**config.mk**
```make
export PLATFORM = sky130hd
export DESIGN_NAME = dot_product_acc
export DESIGN_NICKNAME = d
export VERILOG_FILES = /design/src/rtl/dot_product_acc.sv
export SDC_FILE = /design/constraint.sdc
export NUM_CORES = 1
export LEC_CHECK = 0
export CAP_MARGIN = 20
export CORE_ASPECT_RATIO = 0.9
export CORE_MARGIN = 4
export CORE_UTILIZATION = 30
export CTS_BUF_LIST = sky130_fd_sc_hd__clkbuf_4
export DETAILED_ROUTE_END_ITERATION = 6
export PLACE_DENSITY = 0.49
export SETUP_SLACK_MARGIN = 0.1
export SLEW_MARGIN = 10
export SYNTH_ARGS = -nofsm -noshare
export SYNTH_HDL_FRONTEND = slang
export SYNTH_SLANG_ARGS = --single-unit
```
**constraint.sdc**
```tcl
create_clock -name clk -period 11.9 [get_ports clk]
set_input_delay 1.19 -clock clk [delete_from_list [all_inputs] [get_ports clk]]
set_output_delay 1.19 -clock clk [all_outputs]
set_load 0.01 [all_outputs]
```
**src/rtl/dot_product_acc.sv**
```systemverilog
// dot_product_acc: streaming signed 8x8 dot-product engine.
// Takes LEN (m, q) pairs over valid/ready and multiplies each pair into a
// registered product. Products are summed into a saturating ACC_W-bit
// accumulator. The finished sum is held on a valid/ready output port until
// the consumer takes it.
module dot_product_acc #(
  parameter int LEN   = 4,
  parameter int ACC_W = 20
) (
  input  logic             clk,
  input  logic             rst_n,
  input  logic             in_valid,
  output logic             in_ready,
  input  logic [7:0]       in_m,
  input  logic [7:0]       in_q,
  output logic             out_valid,
  input  logic             out_ready,
  output logic [ACC_W-1:0] out_acc,
  output logic             out_ovf
);

  // The counter only needs to reach LEN-1. It wraps harmlessly on the last
  // accept because the handshake clears it before the next dot product.
  localparam int CNT_W = (LEN > 1) ? $clog2(LEN) : 1;
  localparam logic [CNT_W-1:0] CNT_LAST = CNT_W'(LEN - 1);

  localparam logic [ACC_W-1:0] ACC_MAX = {1'b0, {(ACC_W-1){1'b1}}};
  localparam logic [ACC_W-1:0] ACC_MIN = {1'b1, {(ACC_W-1){1'b0}}};

  typedef enum logic [1:0] {
    ACCUM = 2'd0,
    DRAIN = 2'd1,
    OUT   = 2'd2
  } state_t;

  state_t             state_reg;
  logic [CNT_W-1:0]   cnt_reg;
  logic [15:0]        p_reg;
  logic               p_vld_reg;
  logic [ACC_W-1:0]   acc_reg;
  logic               ovf_reg;
  logic               in_ready_reg;
  logic               out_valid_reg;

  logic signed [15:0] prod_next;
  logic [ACC_W:0]     sum_ext;
  logic               sat_hi;
  logic               sat_lo;
  logic [ACC_W-1:0]   acc_next;
  logic               sat_next;

  // Both operands are widened to 16 bits first. This keeps the corner case
  // (-128)*(-128) = +16384 exact.
  assign prod_next = $signed({{8{in_m[7]}}, in_m}) * $signed({{8{in_q[7]}}, in_q});

  // Saturating add of the pending product, computed one bit wider than the
  // accumulator. The top two sum bits disagree exactly when the true sum
  // leaves the representable range; the MSB then gives the clamp direction.
  always_comb begin
    sum_ext  = {acc_reg[ACC_W-1], acc_reg} + {{(ACC_W-15){p_reg[15]}}, p_reg};
    sat_hi   = (sum_ext[ACC_W:ACC_W-1] == 2'b01);
    sat_lo   = (sum_ext[ACC_W:ACC_W-1] == 2'b10);
    sat_next = sat_hi | sat_lo;
    acc_next = sum_ext[ACC_W-1:0];
    if (sat_hi) begin
      acc_next = ACC_MAX;
    end else if (sat_lo) begin
      acc_next = ACC_MIN;
    end
  end

  // Control FSM, product stage and accumulator. The handshake outputs are
  // registered alongside the state, so no input reaches an output
  // combinationally.
  always_ff @(posedge clk) begin
    if (!rst_n) begin
      state_reg     <= ACCUM;
      cnt_reg       <= '0;
      p_reg         <= '0;
      p_vld_reg     <= 1'b0;
      acc_reg       <= '0;
      ovf_reg       <= 1'b0;
      in_ready_reg  <= 1'b1;
      out_valid_reg <= 1'b0;
    end else begin
      // Every valid product is folded in one cycle after it was formed.
      // The sticky flag only ever sets here; the result handshake clears it.
      if (p_vld_reg) begin
        acc_reg <= acc_next;
        if (sat_next) begin
          ovf_reg <= 1'b1;
        end
      end

      case (state_reg)
        ACCUM: begin
          if (in_valid) begin
            p_reg     <= prod_next;
            p_vld_reg <= 1'b1;
            cnt_reg   <= cnt_reg + CNT_W'(1);
            if (cnt_reg == CNT_LAST) begin
              state_reg    <= DRAIN;
              in_ready_reg <= 1'b0;
            end
          end else begin
            p_vld_reg <= 1'b0;
          end
        end

        // The last product is added on this edge, so the sum is complete
        // when OUT is entered.
        DRAIN: begin
          p_vld_reg     <= 1'b0;
          state_reg     <= OUT;
          out_valid_reg <= 1'b1;
        end

        OUT: begin
          if (out_ready) begin
            acc_reg       <= '0;
            ovf_reg       <= 1'b0;
            cnt_reg       <= '0;
            state_reg     <= ACCUM;
            in_ready_reg  <= 1'b1;
            out_valid_reg <= 1'b0;
          end
        end

        default: begin
          state_reg     <= ACCUM;
          in_ready_reg  <= 1'b1;
          out_valid_reg <= 1'b0;
        end
      endcase
    end
  end

  assign in_ready  = in_ready_reg;
  assign out_valid = out_valid_reg;
  assign out_acc   = acc_reg;
  assign out_ovf   = ovf_reg;

endmodule

```
==> results.txt, run 1 <==
Figures from the implementation reports.

- The fraction of the yosys area taken by sequential cells is 17.3%.
- The post-synthesis mux area share reads under 10%.
- The post-synthesis to final-layout area growth is 14.3%.
- The total count of hold-check failures in the final report is 0.
- Summed over all layers, the global routing overflow is 0.
- Dividing the detail-routed wire length by the instance count gives roughly 14 µm.
- The number of placed I/O pins reads 43.
- The number of iterations in the first detailed-routing pass reads 4.
- The critical path's top delay family reads adder cells.
- The fraction of registers with async set/reset reads 0%.
- The root buffer cell is sky130_fd_sc_hd__clkbuf_4.
- The power dissipated in combinational cells is between 700 and 800 µW.
- No sink is reached through more buffers than the 2 on the longest clock path.
- For this run the detailed placement stage logged an HPWL of 9740 µm.
- The clock network fraction of design power reads about a tenth.
- Across the whole layout, storage elements account for ~900 µm².
- The overall chip area is 0.0191 mm².
- The top cell type in the final layout, fill and taps aside, is sky130_fd_sc_hd__inv_1.
- STA classifies the critical path endpoint as a flop.
- The area of the core is 0.0164 mm².
- The number of nets in the layout is 768.
- In the synthesized netlist, the dominant kind of combinational cell is adder cells.
- Once layout is complete, the cells apart from fillers number roughly 850.
- Global routing consumed, on the met2 layer, 20.4% of the routing resources.
- The H-tree level count reads 2.
- The transition time recorded at the tightest slew-check pin is slightly below 1 ns.
- The routed length on met3 reads between 300 and 400 µm.
- The switching share of power is a little under half.
- The residual DRC count reads 0.
- The later pin in the worst-skew pair is clocked with a latency of roughly 0.38 ns.
- The arrival time reported for the critical path endpoint reads just under 6 ns.
- The run finished with clean final reports.
- The average size of a mapped cell is roughly 8.5 µm².
- The placement summary gives the final routability congestion estimate as 0.783.
- The CTS tree reads built.
- The number of gates given a new drive strength after cts is 0.
- The portion of synthesized cell area occupied by the leading cell type reads between 20% and 30%.
- The power report attributes to the combinational group a share of between 70% and 80%.
- The top fanout value on the critical path reads 8.
- Dividing total power by cell area gives a power density of roughly 180 mW/mm².
- The script logs the ratio of routed vias to standard cells as 4.81.
- The sequential power reported by the tool is ~210 µW.
- The yosys synthesis warning count reads 0.
- The die height is 132 µm.
- In this run the most used layer during global routing was met2.
- By area the synthesized netlist is led by sky130_fd_sc_hd__fa_1 (22%), sky130_fd_sc_hd__dfxtp_1 (17%), sky130_fd_sc_hd__ha_1 (13%).
- The peak supply drop reads around 0.053 mV.
- The number of failing setup endpoints in the final timing report is 0.
- The clock network power reads 99.1 µW.
- Per the log, the first TritonRoute iteration ended with a DRC count of approximately 150.
- The utilization of the core after routing reads a little over a third.
- The via count of the first global-routing pass is ~4.3k.
- The part of the power in registers is between 10% and 20%.
- Sorting the Yosys area breakdown by cell type puts at the top sky130_fd_sc_hd__fa_1.
- The slew check shows that the tightest pin keeps a relative margin of a little over a third.
- The met3 routing resource usage after global routing reads under 10%.
- The synthesized design contains 0 enable-type register cells.
- The clock period minus worst slack reads about 5.6 ns.
- The number of cell instances on the worst register-to-register path is 15.
- The tally of OpenROAD warnings reads 28.
- The floorplan step records an initial core utilization of a little under a third.
- The largest net degree at the start of global routing reads 28.
- The stage delay of the slowest cell on the critical path reads 0.61 ns.
- The post-synthesis instance total is between 600 and 700.
- The worst setup margin is around 6.3 ns.
- The simple-gate area share of the yosys netlist is between 10% and 20%.
- The worst-case hold path end point reads p_reg[11]$_SDFFE_PN0P_.
- Per report_power, the top consumer among the power groups is combinational logic.
- The area of the mapped netlist is between 0.005 and 0.006 mm².
- The adder-cell area share of the yosys netlist reads a little over a third.
- The wire length of the first global-routing pass reads 20700 µm.
- The final sum of negative setup slack reads 0 ns.
- The die boundary width is approximately 150 µm.
- The placed cell count reads 837.
- The number of nets at floorplan reads between 700 and 800.
- STA reports the tightest min-delay check as being of type reg2reg.
- The end of the worst register-to-register path reads out_acc[4]$_SDFF_PN0_.
- The path length in cells of the critical path is 16.
- The length of routed wiring on met1 reads 6060 µm.
- The total via count after detailed routing reads ~4.1k.
- In this run the most critical hold path is launched from p_reg[11]$_SDFFE_PN0P_.
- The count of clock tree sinks is roughly 44.
- The startpoint class of the critical path is an input port.
- The synthesized netlist contains around 54 unique library cells.
- Setup repair after global routing left no endpoint under its margin.
- The total length of routed wires reads around 12000 µm.
- In the final layout, the multi-input gates occupy around 0.0038 mm².
- In this run the remaining antenna-violating nets after routing total 0.
- Internal power comes to 562 µW.
- The total leakage power is between 0.002 and 0.003 µW.
- The topmost layer with routed signal wires reads met4.
- The origin of the worst setup path reads in_q[3].
- The minimum hold slack is between 0.4 and 0.5 ns.
- Sorting the synthesized cells by how often they occur yields sky130_fd_sc_hd__inv_1 (89), sky130_fd_sc_hd__fa_1 (56), sky130_fd_sc_hd__ha_1 (53).
- The register with the most flip-flops in the layout has 20 of them.
- Listed in order, past its start point the critical path passes clkdlybuf4s50_1, and2_1, fa_1, inv_1, fa_1, inv_1, fa_1, inv_1, fa_1, inv_1, ha_1, and3_1, a2111oi_2, a21oi_1, xnor2_1, a21oi_1.
- CTS added clock buffers totalling 5.
- The post-synthesis cell type with the largest instance count is sky130_fd_sc_hd__inv_1.
- The buffer and inverter count on the worst path is 5.
- The count of final max-slew check failures reads 0.
- Along the worst hold path, the cell count comes to 2.
- The clock transition time at the flip-flop clock pins of the worst setup and hold paths is 0.13 ns.
- Once layout is done, the placed cells without fillers occupy approximately 0.0058 mm².
- The launch point of the worst reg-to-reg path is out_acc[0]$_SDFF_PN0_.
- The dominant register cell in the synthesized netlist reads sky130_fd_sc_hd__dfxtp_1.
- Counting flops and latches in the post-synthesis netlist gives approximately 44.
- The complex-gate fraction of the synthesized area is 17.4%.
-- run 1: cells by family (layout without fill, tap and decap cells) --
| group | Yosys count | after routing |
|---|---|---|
| AOI/OAI and AO/OA | 134 | 134 |
| xor gates and xnor gates | 20 | 20 |
| adders and majority gates | 109 | 109 |
| buffers and inverters | 104 | 143 |
| DFF | 44 | 44 |
| muxes | 8 | 8 |
| and+or+nand+nor | 182 | 182 |
-- run 1: cell type report --
| cell class | count | area share [%] |
|---|---|---|
| clock buffers | 6 | 0.774 |
| clock inverters | 2 | 0.602 |
| inverters | 91 | 5.87 |
| multi-input cells | 453 | 65.7 |
| flip-flops and latches | 44 | 15.1 |
| well taps | 207 | 4.45 |
| repair buffers | 44 | 7.49 |
**Run 1: placed standard cells**

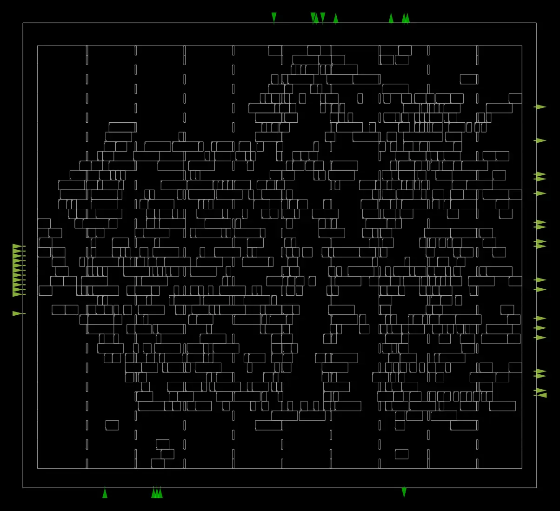
number of fill cells in the layout: 1702
proportion of cell area occupied by registers: 15.1%

**Run 1: where the registers sit**

Scale bar: 50 µm. Other sequential cells in the stronger gray, the rest of the logic in the fainter gray.
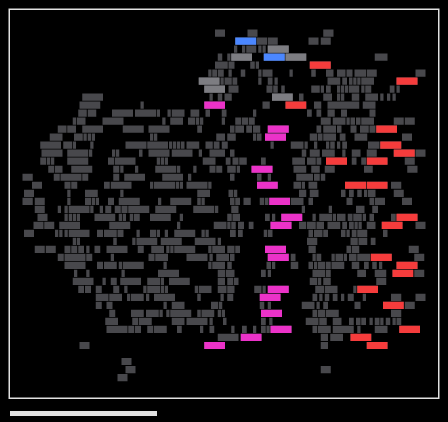
| signal | color | sequential cells |
|---|---|---|
| `state_reg` | blue | 2 |
| `out_acc` | red | 20 |
| `p_reg` | magenta | 16 |
not colored: 6

**Run 1: gate-type map**

Scale bar: 50 µm.
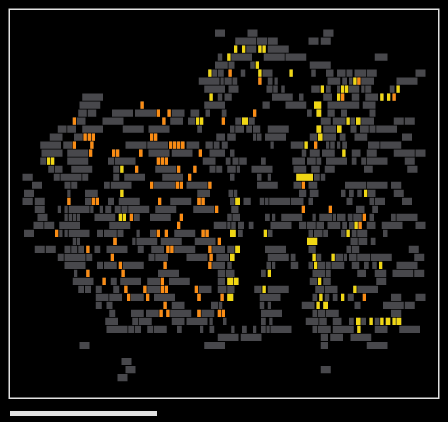
| family | color | cells |
|---|---|---|
| nor cells | yellow | 68 |
| inv cells | orange | 91 |

==> run 1 -> run 2 <==
==> constraint.sdc (replaced) <==
create_clock -name clk -period 5.48 [get_ports clk]
set_input_delay 0.548 -clock clk [delete_from_list [all_inputs] [get_ports clk]]
set_output_delay 0.548 -clock clk [all_outputs]
set_load 0.01 [all_outputs]
==> results.txt, run 2 <==
Figures from the implementation reports.

- The largest net degree at the start of global routing is 28 (unchanged).
- The number of nets in the layout reads 772 (was 768).
- The fraction of the yosys area taken by sequential cells is 17.3% (unchanged).
- The final global-route overflow total was 0 (unchanged).
- The number of failing setup endpoints in the final timing report is 0 (unchanged).
- The count of plain and timing-repair buffers reads 48 (was 44).
- The final instance area is 0.00582 mm² (about the same).
- The area of the mapped netlist is 0.00509 mm² (unchanged).
- The area of the core came to 0.0164 mm² (unchanged).
- The power group with the highest consumption is combinational logic (unchanged).
- The starting utilization of the core area is 31.0% (unchanged).
- The post-detailed-route via-to-cell ratio came to 4.73 (was 4.81).
- The combinational gate area reads 0.00382 mm² (unchanged).
- The average size of a mapped cell was 8.47 µm² (unchanged).
- The minimum hold slack is 0.471 ns (about the same).
- The total length of routed wires was 11200 µm (was 11700 µm).
- The top fanout value on the critical path came to 8 (unchanged).
- The count of clock buffers in the final design reads 7 (was 6).
- The via count of the first global-routing pass was 4057 (was 4259).
- The die boundary width is 145 µm (unchanged).
- The post-synthesis cell type with the largest instance count is sky130_fd_sc_hd__inv_1 (unchanged).
- The peak supply drop is 0.131 mV (was 0.0534 mV).
- The met2 track utilization from global routing is 19.2% (was 20.4%).
- The leading cell type in the layout, fill and taps excluded is sky130_fd_sc_hd__inv_1 (unchanged).
- The worst min-delay path category is reg2reg (unchanged).
- The multi-input gate share of the layout cell area is 65.6% (was 65.7%).
- The internal cell power is 1180 µW (was 562 µW).
- The routed length on met3 reads 296 µm (was 353 µm).
- The length of routed wiring on met1 is 5960 µm (was 6060 µm).
- The number of iterations in the first detailed-routing pass is 4 (unchanged).
- The register bit total from synthesis reads 44 (unchanged).
- The arrival time reported for the critical path endpoint is 5.21 ns (was 5.91 ns).
- The total count of hold-check failures in the final report came to 0 (unchanged).
- The power attributed to sequential cells was 454 µW (was 210 µW).
- The placed cell count reads 842 (was 837).
- The final-layout non-clock buffer area share reads 7.99% (was 7.49%).
- The total via count after detailed routing was 4027 (was 4070).
- The number of gates given a new drive strength after cts is 0 (unchanged).
- The final timing report derives a shortest allowable period of roughly 5.0 ns.
- The relative slew slack reads 22.4% (was 35.5%).
- The met3 routing resource usage after global routing reads 1.65% (was 1.72%).
- The number of tap instances came to 207 (unchanged).
- The startpoint class of the critical path is an input port (unchanged).
- The wire length of the first global-routing pass is 19700 µm (was 20700 µm).
- The overall chip area was 0.0191 mm² (unchanged).
- The distinct cell type count of the synthesized netlist is 54 (unchanged).
- The H-tree level count reads 2 (unchanged).
- The root buffer cell reads sky130_fd_sc_hd__clkbuf_4 (unchanged).
- The busiest layer in global routing reads met2 (unchanged).
- The sequential cell count of the final layout came to 44 (unchanged).
- The number of DRC markers in iteration 0 reads 105 (was 146).
- The count of final max-slew check failures reads 0 (unchanged).
- The buffer levels on the longest clock path reads 2 (unchanged).
- The residual DRC count reads 0 (unchanged).
- The switching share of power is 47.1% (was 46.6%).
- CP Cell Sequence: clkdlybuf4s50_1, and2_1, fa_1, inv_1, fa_1, inv_1, fa_1, inv_1, fa_1, inv_1, ha_1, and3_1, a2111oi_2, a21oi_1, xnor2_1, a21oi_1 (unchanged).
- The number of nets at floorplan reads 730 (unchanged).
- The share of cell area taken by flip-flops and latches is 15.1% (about the same).
- The fraction of area in clock buffers and inverters is 0.967% (was 1.38%).
- The dominant register cell in the synthesized netlist is sky130_fd_sc_hd__dfxtp_1 (unchanged).
- The number of non-clock inverters is 91 (unchanged).
- The worst setup margin is 0.517 ns (was 6.26 ns).
- Commonest cells post-synth: sky130_fd_sc_hd__inv_1 (89), sky130_fd_sc_hd__fa_1 (56), sky130_fd_sc_hd__ha_1 (53) (unchanged).
- The number of nets with antenna violations after detailed routing was 0 (unchanged).
- The topmost layer with routed signal wires is met4 (unchanged).
- The total leakage power reads 0.00262 µW (was 0.00261 µW).
- The transition at the pin with the smallest max-transition slack came to 1.16 ns (was 0.967 ns).
- The portion of synthesized cell area occupied by the leading cell type came to 22.0% (unchanged).
- The post-layout instance count excluding filler cells reads 851 (was 847).
- The total half-perimeter wirelength after legalization and detailed placement reads 9420 µm (was 9740 µm).
- The logic gate share of total power reads 72.3% (was 70.6%).
- The cell group occupying the most layout area is multi-input combinational cells (unchanged).
- The post-synthesis instance total is 601 (unchanged).
- The yosys synthesis warning count came to 0 (unchanged).
- The clock network fraction of design power reads 7.4% (was 9.4%).
- Status: finished clean (unchanged).
- The post-synthesis to final-layout area growth came to 14.4% (was 14.3%).
- The power per standard cell area reads 384 mW/mm² (was 181 mW/mm²).
- The count of clock tree sinks is 44 (unchanged).
- The clock transition time at the flip-flop clock pins of the worst setup and hold paths reads 0.12 ns (was 0.13 ns).
- The buffer and inverter count on the worst path reads 5 (unchanged).
- The weighted congestion at the end of routability-driven global placement is 0.798 (was 0.783).
- Top area cells in the synthesized netlist: sky130_fd_sc_hd__fa_1 (22%), sky130_fd_sc_hd__dfxtp_1 (17%), sky130_fd_sc_hd__ha_1 (13%) (unchanged).
- The power dissipated in combinational cells is 1620 µW (was 743 µW).
- The stage delay of the slowest cell on the critical path was 0.62 ns (was 0.61 ns).
==> run 2: cell families after synthesis <==
logic type,synth area share [%]
fa+ha+maj,35.0
flops,17.3
compound gates,17.4
buf+inv,7.67
mux,1.60
simple gates,17.5
xor+xnor,3.44
==> run 2: final timing paths <==
path	from	end	slack, ns	cells past startpoint
max	in_m[7]	p_reg[15]$_SDFFE_PN0P_	0.52	16
min	p_reg[13]$_SDFFE_PN0P_	p_reg[13]$_SDFFE_PN0P_	0.47	2
max reg2reg	out_acc[0]$_SDFF_PN0_	out_acc[7]$_SDFF_PN0_	1.70	13
min reg2reg	p_reg[13]$_SDFFE_PN0P_	p_reg[13]$_SDFFE_PN0P_	0.47	2
**Run 2: placed standard cells**

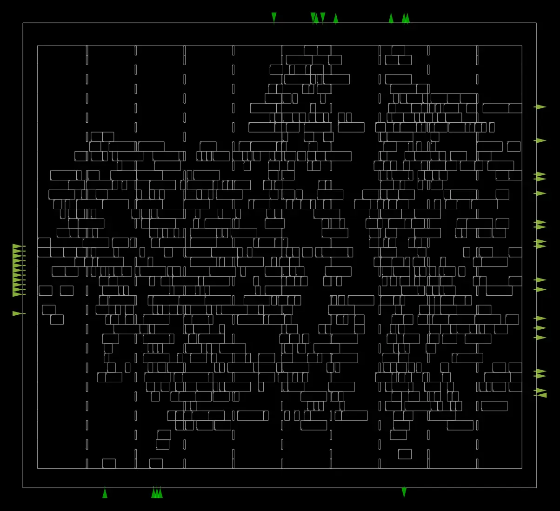
final core area utilization: 35.5%
number of fill cells in the layout: 1715

==> run 2 -> run 3 <==
--- a/config.mk
+++ b/config.mk
@@ -11,6 +11,7 @@
 export CORE_UTILIZATION = 30
 export CTS_BUF_LIST = sky130_fd_sc_hd__clkbuf_4
 export DETAILED_ROUTE_END_ITERATION = 6
+export GPL_TIMING_DRIVEN = 0
 export PLACE_DENSITY = 0.49
 export SETUP_SLACK_MARGIN = 0.1
 export SLEW_MARGIN = 10
**Run 3: where the registers sit**

Scale bar: 50 µm. Other sequential cells in the stronger gray, the rest of the logic in the fainter gray.
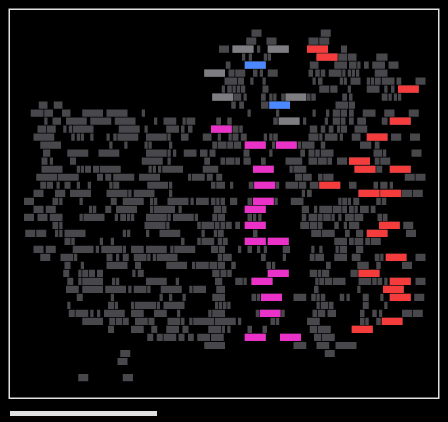
seq pwr: 451 µW
final core area utilization: 35.5%
register cell area after layout: 881 µm²

==> results.txt, run 3 <==
Figures from the implementation reports.

- Status: finished clean (unchanged).
- The complex-gate fraction of the synthesized area reads 17.4% (unchanged).
- The biggest area consumer among synthesized cells is sky130_fd_sc_hd__fa_1 (unchanged).
- CP Cell Sequence: clkdlybuf4s50_1, nand2_1, inv_1, fa_1, inv_1, fa_1, inv_1, fa_1, inv_1, fa_1, inv_1, ha_1, and3_1, a2111oi_2, a21oi_1, xnor2_1, a21oi_1 (was clkdlybuf4s50_1, and2_1, fa_1, inv_1, fa_1, inv_1, fa_1, inv_1, fa_1, inv_1, ha_1, and3_1, a2111oi_2, a21oi_1, xnor2_1, a21oi_1).
- The later-pin clock latency in the skew report is 0.37 ns (about the same).
- The final global-route overflow total reads 0 (unchanged).
- The portion of synthesized cell area occupied by the leading cell type is 22.0% (unchanged).
- The total half-perimeter wirelength after legalization and detailed placement was 9910 µm (was 9420 µm).
- The stage delay of the slowest cell on the critical path reads 0.59 ns (was 0.62 ns).
- The number of non-clock inverters came to 91 (unchanged).
- The register bit total from synthesis is 44 (unchanged).
- The power dissipated in combinational cells is 1610 µW (was 1620 µW).
- The busiest layer in global routing reads met2 (unchanged).
- The clock network fraction of design power is 7.4% (about the same).
- The arrival time reported for the critical path endpoint is 5.30 ns (was 5.21 ns).
- The number of nets with antenna violations after detailed routing came to 0 (unchanged).
- The met2 track utilization from global routing was 20.8% (was 19.2%).
- The area of the core reads 0.0164 mm² (unchanged).
- The total leakage power is 0.00260 µW (was 0.00262 µW).
- The switching power total is 1060 µW (was 1050 µW).
- The count of clock tree sinks is 44 (unchanged).
- The starting utilization of the core area was 31.0% (unchanged).
- The die height reads 132 µm (unchanged).
- The end of the worst register-to-register path reads out_acc[4]$_SDFF_PN0_ (was out_acc[7]$_SDFF_PN0_).
- The main combinational cell family by area after synthesis is adder cells (unchanged).
- Commonest cells post-synth: sky130_fd_sc_hd__inv_1 (89), sky130_fd_sc_hd__fa_1 (56), sky130_fd_sc_hd__ha_1 (53) (unchanged).
- The post-synthesis cell type with the largest instance count is sky130_fd_sc_hd__inv_1 (unchanged).
- The combinational gate area reads 0.00382 mm² (unchanged).
- The fraction of the yosys area taken by sequential cells was 17.3% (unchanged).
- The multi-input combinational cell count reads 453 (unchanged).
- The number of failing setup endpoints in the final timing report is 0 (unchanged).
- The residual DRC count reads 0 (unchanged).
- The count of inserted antenna diode cells is 0 (unchanged).
- The length of routed wiring on met1 was 5920 µm (was 5960 µm).
- The post-synthesis mux area share is 1.60% (unchanged).
- The minimum hold slack reads 0.472 ns (was 0.471 ns).
- The number of gates given a new drive strength after cts is 0 (unchanged).
- The multi-input gate share of the layout cell area is 65.7% (was 65.6%).
- The H-tree level count is 2 (unchanged).
- The weighted congestion at the end of routability-driven global placement is 0.818 (was 0.798).
- The endpoint class of the critical path was a flop (unchanged).
- The CTS tree is built (unchanged).
- The capturing instance or port of the critical path reads p_reg[15]$_SDFFE_PN0P_ (unchanged).
- The switching share of power is 47.4% (was 47.1%).
- The area of the mapped netlist reads 0.00509 mm² (unchanged).
- The power group with the highest consumption is combinational logic (unchanged).
- The count of buffers from port buffering reads 41 (was 42).
- The distinct cell type count of the synthesized netlist was 54 (unchanged).
- The simple-gate area share of the yosys netlist reads 17.5% (unchanged).
- The part of the power in registers is 20.2% (was 20.3%).
- The cell group occupying the most layout area reads multi-input combinational cells (unchanged).
- The number of fillers in the final layout is 1694 (was 1715).
- The total power draw reads 2230 µW (was 2240 µW).
- The post-detailed-route via-to-cell ratio reads 4.74 (was 4.73).
- The fraction of area in clock buffers and inverters is 0.968% (was 0.967%).
- The tally of OpenROAD warnings is 28 (unchanged).
- The yosys synthesis warning count reads 0 (unchanged).
- The adder-cell area share of the yosys netlist is 35.0% (unchanged).
- The number of DRC markers in iteration 0 reads 82 (was 105).
- The number of flip-flops in the largest register came to 20 (unchanged).
- The number of iterations in the first detailed-routing pass is 4 (unchanged).
- The total via count after detailed routing reads 4065 (was 4027).
- The number of cells traversed by the worst hold path is 2 (unchanged).
- The largest net degree at the start of global routing is 14 (was 28).
- The met3 routing resource usage after global routing is 1.86% (was 1.65%).
- The post-synth tally of flip-flops with integrated enable reads 0 (unchanged).
- The post-synthesis to final-layout area growth was 14.3% (was 14.4%).
- The number of buffers created by CTS is 5 (unchanged).
- The topmost layer with routed signal wires is met4 (unchanged).
- The origin of the worst setup path is in_q[2] (was in_m[7]).
- The number of nets at floorplan reads 730 (unchanged).
- The post-layout instance count excluding filler cells is 857 (was 851).
- The final instance area came to 0.00582 mm² (about the same).
- The clock transition time at the flip-flop clock pins of the worst setup and hold paths was 0.13 ns (was 0.12 ns).
- The sequential cell count of the final layout is 44 (unchanged).
- The average size of a mapped cell reads 8.47 µm² (unchanged).
- The detailed-route wire length per cell is 13.5 µm (was 13.1 µm).
- The worst min-delay path category is reg2reg (unchanged).
- The clock period minus worst slack was 5.04 ns (was 4.96 ns).
- The beginning of the worst hold path is p_reg[13]$_SDFFE_PN0P_ (unchanged).
- The number of placed I/O pins came to 43 (unchanged).
- The final-layout non-clock buffer area share reads 7.89% (was 7.99%).
- The count of clock buffers in the final design is 6 (was 7).
- The root buffer cell reads sky130_fd_sc_hd__clkbuf_4 (unchanged).
- The share of cell area taken by flip-flops and latches came to 15.1% (about the same).
- The leading cell type in the layout, fill and taps excluded reads sky130_fd_sc_hd__inv_1 (unchanged).
- The clock network power reads 166 µW (about the same).
- The worst-case hold path end point is p_reg[13]$_SDFFE_PN0P_ (unchanged).
- The post-synthesis instance total is 601 (unchanged).
- Top area cells in the synthesized netlist: sky130_fd_sc_hd__fa_1 (22%), sky130_fd_sc_hd__dfxtp_1 (17%), sky130_fd_sc_hd__ha_1 (13%) (unchanged).
- The worst setup margin reads 0.444 ns (was 0.517 ns).
- The count of plain and timing-repair buffers is 54 (was 48).
- The count of final max-slew check failures reads 0 (unchanged).
- The via count of the first global-routing pass is 4140 (was 4057).
- The number of cell instances on the worst register-to-register path reads 16 (was 13).
- The launch point of the worst reg-to-reg path reads out_acc[0]$_SDFF_PN0_ (unchanged).
- The placed cell count is 849 (was 842).
- The wire length of the first global-routing pass reads 20100 µm (was 19700 µm).
- The logic gate share of total power is 72.3% (about the same).
- The dominant register cell in the synthesized netlist was sky130_fd_sc_hd__dfxtp_1 (unchanged).
- The met1 usage in global routing is 16.8% (was 17.5%).
- The overall chip area reads 0.0191 mm² (unchanged).
- The relative slew slack is 63.9% (was 22.4%).
- The internal cell power reads 1170 µW (was 1180 µW).
- The setup slack on the worst flop-to-flop path reads 1.40 ns (was 1.70 ns).
- The power per standard cell area is 383 mW/mm² (was 384 mW/mm²).
- The routed length on met3 came to 305 µm (was 296 µm).
- The top fanout value on the critical path is 8 (unchanged).
- The number of nets in the layout reads 778 (was 772).
- The startpoint class of the critical path was an input port (unchanged).
- The total length of routed wires reads 11500 µm (was 11200 µm).
- The area share of xor/xnor cells in the synthesized design is 3.44% (unchanged).
- The transition at the pin with the smallest max-transition slack reads 0.542 ns (was 1.16 ns).
- The final sum of negative setup slack reads 0 ns (unchanged).
- The total count of hold-check failures in the final report is 0 (unchanged).
- The peak supply drop reads 0.137 mV (was 0.131 mV).
- The fraction of registers with async set/reset was 0% (unchanged).
- Unrepaired setup endpoints after global routing: no (unchanged).
- The slowest library cell on the worst path is sky130_fd_sc_hd__fa_1 (unchanged).
- The die boundary width reads 145 µm (unchanged).
-- run 3: cell types whose count changed in the layout (fill, tap and decap cells not counted) --
cell,change
sky130_fd_sc_hd__clkdlybuf4s50_1,-1
sky130_fd_sc_hd__clkinvlp_4,+1
sky130_fd_sc_hd__buf_1,+1
sky130_fd_sc_hd__clkbuf_1,+12
sky130_fd_sc_hd__clkbuf_4,-1
sky130_fd_sc_hd__buf_4,-6
-- run 3: worst max-delay path: cells and delay by family --
kind                     cells  cell delay [ns]
AND-OR/OR-AND                3             0.69
buffers and inverters        6             0.95
AND/OR/NAND/NOR              2             0.39
XOR/XNOR                     1             0.18
adder cells (fa/ha/maj)      5             2.53
Power is estimated from default activity; no workload was simulated.
